Figure 1. Signal wires on met1.
Scale: 3 px per um.
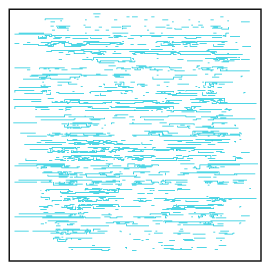
Figure 2. Routing congestion map.
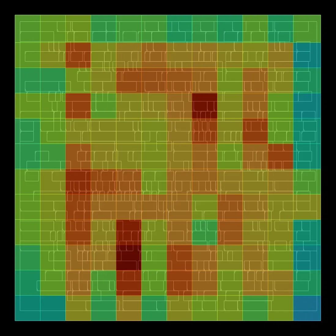
### src/rtl/dram_cmd_sequencer_if.sv
// dram_cmd_sequencer_if: request handshake and DIMM command bus of the DDR5 command sequencer
interface dram_cmd_sequencer_if;
  logic        req_valid;
  logic        req_ready;
  logic [1:0]  req_op;
  logic [35:0] req_addr;
  logic        cmd_valid;
  logic [2:0]  cmd_type;
  logic        cmd_channel;
  logic [2:0]  cmd_bg;
  logic [1:0]  cmd_bank;
  logic [15:0] cmd_row;
  logic [9:0]  cmd_col;
  logic        done_valid;
  logic [1:0]  done_op;
  logic        req_err;
  modport master (
    output req_valid, req_op, req_addr,
    input  req_ready, cmd_valid, cmd_type, cmd_channel, cmd_bg, cmd_bank, cmd_row, cmd_col,
           done_valid, done_op, req_err
  );
  modport slave (
    input  req_valid, req_op, req_addr,
    output req_ready, cmd_valid, cmd_type, cmd_channel, cmd_bg, cmd_bank, cmd_row, cmd_col,
           done_valid, done_op, req_err
  );
endinterface

### src/rtl/dram_cmd_sequencer.sv
// dram_cmd_sequencer: one-request-at-a-time DDR5 ACT/RD/WR/PRE sequencer, closed- or open-page
module dram_cmd_sequencer #(
  parameter bit OPEN_PAGE = 1'b0,
  parameter int TRCD      = 39,
  parameter int TCAS      = 40,
  parameter int TCWL      = 38,
  parameter int TBURST    = 8,
  parameter int TWR       = 30,
  parameter int TRP       = 39
) (
  input logic                 clk,
  input logic                 rst,
  dram_cmd_sequencer_if.slave bus
);
  localparam int T_RD  = TCAS + TBURST;
  localparam int T_WR  = TCWL + TBURST;
  localparam int T_A   = T_RD > T_WR + TWR ? T_RD : T_WR + TWR;
  localparam int T_B   = TRCD > TRP ? TRCD : TRP;
  localparam int T_MAX = T_A > T_B ? T_A : T_B;
  localparam int CW    = $clog2(T_MAX + 1) > 8 ? $clog2(T_MAX + 1) : 8;
  typedef enum logic [3:0] {
    IDLE, PRE_WAIT, PRE, RP_WAIT, ACT0, ACT1, RCD_WAIT, CAS0, CAS1, DATA_WAIT, CLOSE_WAIT
  } state_t;
  state_t        state_q, state_d;
  logic [CW-1:0] cnt_q, cnt_d;
  logic [32:2]   addr_q, addr_d;
  logic [1:0]    op_q, op_d;
  logic          miss_q, miss_d;
  logic [31:0]   vld_q, vld_d;
  logic [15:0]   tbl_q [32];
  logic          tbl_we, accept, wr, wait_end;
  logic [4:0]    idx;
  logic          cmd_valid_q, cmd_valid_d;
  logic [2:0]    cmd_type_q, cmd_type_d;
  logic [31:0]   fld_q, fld_d;
  logic          done_valid_q, done_valid_d;
  logic [1:0]    done_op_q, done_op_d;
  logic          req_err_q, req_err_d, req_ready_q, req_ready_d;
  logic          unused;
  assign unused   = ^{bus.req_addr[35:33], bus.req_addr[1:0]};
  assign accept   = bus.req_valid && req_ready_q;
  assign addr_d   = accept ? bus.req_addr[32:2] : addr_q;
  assign op_d     = accept ? bus.req_op : op_q;
  assign idx      = {addr_d[9:7], addr_d[11:10]};
  assign wr       = op_d == 2'd1;
  assign wait_end = cnt_q <= CW'(1);
  // In open-page IDLE the counter holds the remaining PRE hold-off of the last access
  always_comb begin
    state_d      = state_q;
    cnt_d        = cnt_q == '0 ? '0 : cnt_q - CW'(1);
    miss_d       = miss_q;
    vld_d        = vld_q;
    tbl_we       = 1'b0;
    done_valid_d = 1'b0;
    done_op_d    = 2'd0;
    req_err_d    = 1'b0;
    case (state_q)
      IDLE: if (accept) begin
        if (op_d == 2'd3) req_err_d = 1'b1;
        else if (!OPEN_PAGE || !vld_q[idx]) state_d = ACT0;
        else if (tbl_q[idx] == addr_d[32:17]) state_d = CAS0;
        else begin
          miss_d  = 1'b1;
          state_d = wait_end ? PRE : PRE_WAIT;
        end
      end
      PRE_WAIT: if (wait_end) state_d = PRE;
      PRE: begin
        vld_d[idx] = 1'b0;
        state_d    = RP_WAIT;
        cnt_d      = CW'(TRP - 1);
      end
      RP_WAIT: if (wait_end) begin
        state_d = miss_q ? ACT0 : IDLE;
        miss_d  = 1'b0;
      end
      ACT0: state_d = ACT1;
      ACT1: begin
        vld_d[idx] = 1'b1;
        tbl_we     = 1'b1;
        state_d    = RCD_WAIT;
        cnt_d      = CW'(TRCD - 1);
      end
      RCD_WAIT: if (wait_end) state_d = CAS0;
      CAS0: state_d = CAS1;
      CAS1: begin
        state_d = DATA_WAIT;
        cnt_d   = wr ? CW'(T_WR - 1) : CW'(T_RD - 1);
      end
      DATA_WAIT: if (wait_end) begin
        done_valid_d = 1'b1;
        done_op_d    = op_q;
        state_d      = OPEN_PAGE ? IDLE : wr ? CLOSE_WAIT : PRE;
        cnt_d        = wr ? CW'(TWR) : '0;
      end
      CLOSE_WAIT: if (wait_end) state_d = PRE;
      default: state_d = IDLE;
    endcase
    cmd_type_d  = state_d == ACT0 ? 3'd1 : state_d == ACT1 ? 3'd2 :
                  state_d == CAS0 ? (wr ? 3'd5 : 3'd3) : state_d == CAS1 ? (wr ? 3'd6 : 3'd4) :
                  state_d == PRE ? 3'd7 : 3'd0;
    cmd_valid_d = cmd_type_d != 3'd0;
    fld_d       = cmd_valid_d ? {addr_d[6], addr_d[9:7], addr_d[11:10], addr_d[32:17],
                                 addr_d[17:12], addr_d[5:2]} : '0;
    req_ready_d = state_d == IDLE;
  end
  always_ff @(posedge clk or posedge rst)
    if (rst) begin
      state_q      <= IDLE;
      cnt_q        <= '0;
      addr_q       <= '0;
      op_q         <= '0;
      miss_q       <= 1'b0;
      vld_q        <= '0;
      cmd_valid_q  <= 1'b0;
      cmd_type_q   <= '0;
      fld_q        <= '0;
      done_valid_q <= 1'b0;
      done_op_q    <= '0;
      req_err_q    <= 1'b0;
      req_ready_q  <= 1'b0;
    end else begin
      state_q      <= state_d;
      cnt_q        <= cnt_d;
      addr_q       <= addr_d;
      op_q         <= op_d;
      miss_q       <= miss_d;
      vld_q        <= vld_d;
      cmd_valid_q  <= cmd_valid_d;
      cmd_type_q   <= cmd_type_d;
      fld_q        <= fld_d;
      done_valid_q <= done_valid_d;
      done_op_q    <= done_op_d;
      req_err_q    <= req_err_d;
      req_ready_q  <= req_ready_d;
    end
  always_ff @(posedge clk)
    if (tbl_we) tbl_q[idx] <= addr_d[32:17];
  assign bus.req_ready   = req_ready_q;
  assign bus.cmd_valid   = cmd_valid_q;
  assign bus.cmd_type    = cmd_type_q;
  assign bus.cmd_channel = fld_q[31];
  assign bus.cmd_bg      = fld_q[30:28];
  assign bus.cmd_bank    = fld_q[27:26];
  assign bus.cmd_row     = fld_q[25:10];
  assign bus.cmd_col     = fld_q[9:0];
  assign bus.done_valid  = done_valid_q;
  assign bus.done_op     = done_op_q;
  assign bus.req_err     = req_err_q;
endmodule
### src/flat_wrapper.sv
// flat-port wrapper written by rule: the top's interface ports become plain ports
module dram_cmd_sequencer_flat 
#(
  parameter bit OPEN_PAGE = 1'b0,
  parameter int TRCD      = 39,
  parameter int TCAS      = 40,
  parameter int TCWL      = 38,
  parameter int TBURST    = 8,
  parameter int TWR       = 30,
  parameter int TRP       = 39
)
  (clk, rst, bus_req_valid, bus_req_op, bus_req_addr, bus_req_ready, bus_cmd_valid, bus_cmd_type, bus_cmd_channel, bus_cmd_bg, bus_cmd_bank, bus_cmd_row, bus_cmd_col, bus_done_valid, bus_done_op, bus_req_err);
  dram_cmd_sequencer_if bus_i ();
  input logic clk;
  input logic rst;
  input wire logic [$bits(bus_i.req_valid)-1:0] bus_req_valid;
  input wire logic [$bits(bus_i.req_op)-1:0] bus_req_op;
  input wire logic [$bits(bus_i.req_addr)-1:0] bus_req_addr;
  output wire logic [$bits(bus_i.req_ready)-1:0] bus_req_ready;
  output wire logic [$bits(bus_i.cmd_valid)-1:0] bus_cmd_valid;
  output wire logic [$bits(bus_i.cmd_type)-1:0] bus_cmd_type;
  output wire logic [$bits(bus_i.cmd_channel)-1:0] bus_cmd_channel;
  output wire logic [$bits(bus_i.cmd_bg)-1:0] bus_cmd_bg;
  output wire logic [$bits(bus_i.cmd_bank)-1:0] bus_cmd_bank;
  output wire logic [$bits(bus_i.cmd_row)-1:0] bus_cmd_row;
  output wire logic [$bits(bus_i.cmd_col)-1:0] bus_cmd_col;
  output wire logic [$bits(bus_i.done_valid)-1:0] bus_done_valid;
  output wire logic [$bits(bus_i.done_op)-1:0] bus_done_op;
  output wire logic [$bits(bus_i.req_err)-1:0] bus_req_err;
  assign bus_i.req_valid = bus_req_valid;
  assign bus_i.req_op = bus_req_op;
  assign bus_i.req_addr = bus_req_addr;
  assign bus_req_ready = bus_i.req_ready;
  assign bus_cmd_valid = bus_i.cmd_valid;
  assign bus_cmd_type = bus_i.cmd_type;
  assign bus_cmd_channel = bus_i.cmd_channel;
  assign bus_cmd_bg = bus_i.cmd_bg;
  assign bus_cmd_bank = bus_i.cmd_bank;
  assign bus_cmd_row = bus_i.cmd_row;
  assign bus_cmd_col = bus_i.cmd_col;
  assign bus_done_valid = bus_i.done_valid;
  assign bus_done_op = bus_i.done_op;
  assign bus_req_err = bus_i.req_err;
  dram_cmd_sequencer #(.OPEN_PAGE(OPEN_PAGE), .TRCD(TRCD), .TCAS(TCAS), .TCWL(TCWL), .TBURST(TBURST), .TWR(TWR), .TRP(TRP)) u_core (.clk(clk), .rst(rst), .bus(bus_i));
endmodule
### config.mk
export PLATFORM = sky130hd
export DESIGN_NAME = dram_cmd_sequencer_flat
export DESIGN_NICKNAME = d
export VERILOG_FILES = /design/src/rtl/dram_cmd_sequencer_if.sv /design/src/rtl/dram_cmd_sequencer.sv /design/src/flat_wrapper.sv
export SDC_FILE = /design/constraint.sdc
export NUM_CORES = 1
export LEC_CHECK = 0
export ABC_AREA = 0
export ABC_CLOCK_PERIOD_IN_PS = 7100
export CORE_UTILIZATION = 54
export CTS_CLUSTER_DIAMETER = 100
export DETAILED_ROUTE_END_ITERATION = 7
export GPL_TIMING_DRIVEN = 0
export PLACE_DENSITY_LB_ADDON = 0.3
export SLEW_MARGIN = 5
export SYNTH_ARGS = -nofsm -noshare
export SYNTH_HDL_FRONTEND = slang
export SYNTH_SLANG_ARGS = --single-unit
### constraint.sdc
create_clock -name clk -period 7.1 [get_ports clk]
set_input_delay 0.71 -clock clk [delete_from_list [all_inputs] [get_ports clk]]
set_output_delay 0.71 -clock clk [all_outputs]
set_load 0.03 [all_outputs]
==> run summary <==
run results: clock power share 23.8%, CTS max path bufs 2, post-synthesis sequential area ratio 59.46%, CP top delay family AND-OR/OR-AND gates, Seq group 0.696 mW, Top Metal Used met4, Finished Layout Cells 502, CP Cell Sequence clkdlybuf4s50_1 -> and4b_1 -> a31oi_1 -> a21oi_1 -> nor3_2 -> a31oi_4 -> buf_6 -> a21oi_2, DP Worst Slack 4.033 ns, status complete, no violations, core area 6386 sq um, H-tree level count 3, GPL Wtd Cong 0.8747, share of the clock period used by the worst path after layout 38.91%, Die W 83.39 um, WL met2 3.879 mm, final total power 1.744 mW, post-DP HPWL 5.447 mm, met3 WL 394 um, fraction of registers with async set/reset 100.0%, Clock Power 0.416 mW, total of max-cap violations 0, skew final 0.008432 ns, Worst Setup Path Type in2reg, Setup crit end u_core.fld_q[12]$_DFF_PP0_, switching share of total power 37.22%, Buf/Inv on CP 2, final setup TNS 0 ns, top post-synthesis cells by count dfrtp_1 (85), nand2_1 (72), nand3_1 (32), cell accounting for the most synthesized area dfrtp_1, Flop pwr share 39.9%, crit start category input pin, final max-slew violation count 0, Synth Area in Adders 1.049%, Sw Pwr 0.6493 mW, number of flops mapped to enable cells by yosys 0, Flops after synth 85, TritonCTS clock tree built, Placed Cells 486, comb area leader simple AND/OR/NAND/NOR gates, Hold Path Class reg2reg, Pint 1.095 mW, # diodes 0, met1 WL 3.447 mm, IO Port Bufs 75, max_slew headroom 51.46%, clk sink count 85, antenna viol nets, final 0, WHS Endpoint u_core.addr_q[6]$_DFF_PP0_, Synth Instances 333, Comb power frac 36.3%, Lkg Pwr 2.149 nW, maximum clock frequency 362.0 MHz, vias in the first global route 2842, crit path launch bus_req_op[1], total nets after synthesis 377, Hold Crit Start u_core.addr_q[6]$_DFF_PP0_, worst slew pin tran 0.7247 ns, die y size 83.39 um, reg-to-reg slack, setup 4.67 ns, Synth Area in Compound Gates 14.94%, Yosys warnings 0
Notes on Figure 1 above:
The layer carries 3450 um of wire. The longest straight run is 30.4 um. 414 nets have wire on it.
final wirelength: 7.851 mm
vias: 2753
M1 GR Usage: 32.31%

Notes on Figure 2 above:
GRT busiest layer: met2
Total GRT Usage: 24.59%
met2 usage: 40.76%
Routed wire per std cell: 15.64 um
Post-Route Utilization: 73.61%

==> area by class of cell <==
cell class / instances / area [sq um]
Multi-Input combinational cell: 219 / 1313
Timing Repair Buffer: 76 / 778.2
Inverter: 9 / 36.28
Sequential cell: 85 / 2127
Tap cell: 77 / 96.34
Clock inverter: 7 / 122.6
Clock buffer: 9 / 123.9
Fill cell: 425 / 1685
Buffer: 20 / 103.9
==> registers in the layout, summed over array words and instances (netlist names) <==
name / flops
u_core.addr_q: 31
u_core.bus.done_op: 2
u_core.bus.req_err: 1
u_core.bus.cmd_type: 3
u_core.bus.cmd_valid: 1
u_core.state_q: 4
u_core.op_q: 2
u_core.bus.done_valid: 1
u_core.fld_q: 31
u_core.bus.req_ready: 1
u_core.cnt_q: 8
==> worst reg2reg max path: cells and delay by family, from the launching register on <==
kind	cells	cell delay, ns
compound gates	4	1.06
simple gates	2	0.52
flops	1	0.40
buf+inv	2	0.36
==> placed cells by master (no fill, tap or decap), types with 3 or more instances in the layout <==
| master | synthesis | final |
|---|---|---|
| dfrtp_1 | 85 | 85 |
| clkdlybuf4s50_1 | 0 | 75 |
| nand2_1 | 72 | 72 |
| nand3_1 | 32 | 32 |
| a21oi_2 | 30 | 30 |
| clkbuf_1 | 14 | 14 |
| nor2_1 | 13 | 13 |
| a21oi_1 | 10 | 10 |
| o21ai_0 | 10 | 10 |
| clkbuf_8 | 0 | 9 |
| inv_1 | 9 | 8 |
| xnor2_1 | 4 | 4 |
| mux2_2 | 3 | 3 |
| a31oi_1 | 3 | 3 |
| buf_6 | 3 | 3 |
| ha_1 | 3 | 3 |
| bufinv_16 | 0 | 3 |
==> layer usage <==
metal | vias to the layer above | track usage (%)
met3 | 15 | 5.467
met2 | 77 | 40.76
met5 | - | 0
met4 | 0 | 7.994
li1 | 1315 | -
met1 | 1346 | 32.31
No activity file was given, so power comes from the tool's default toggle rates.
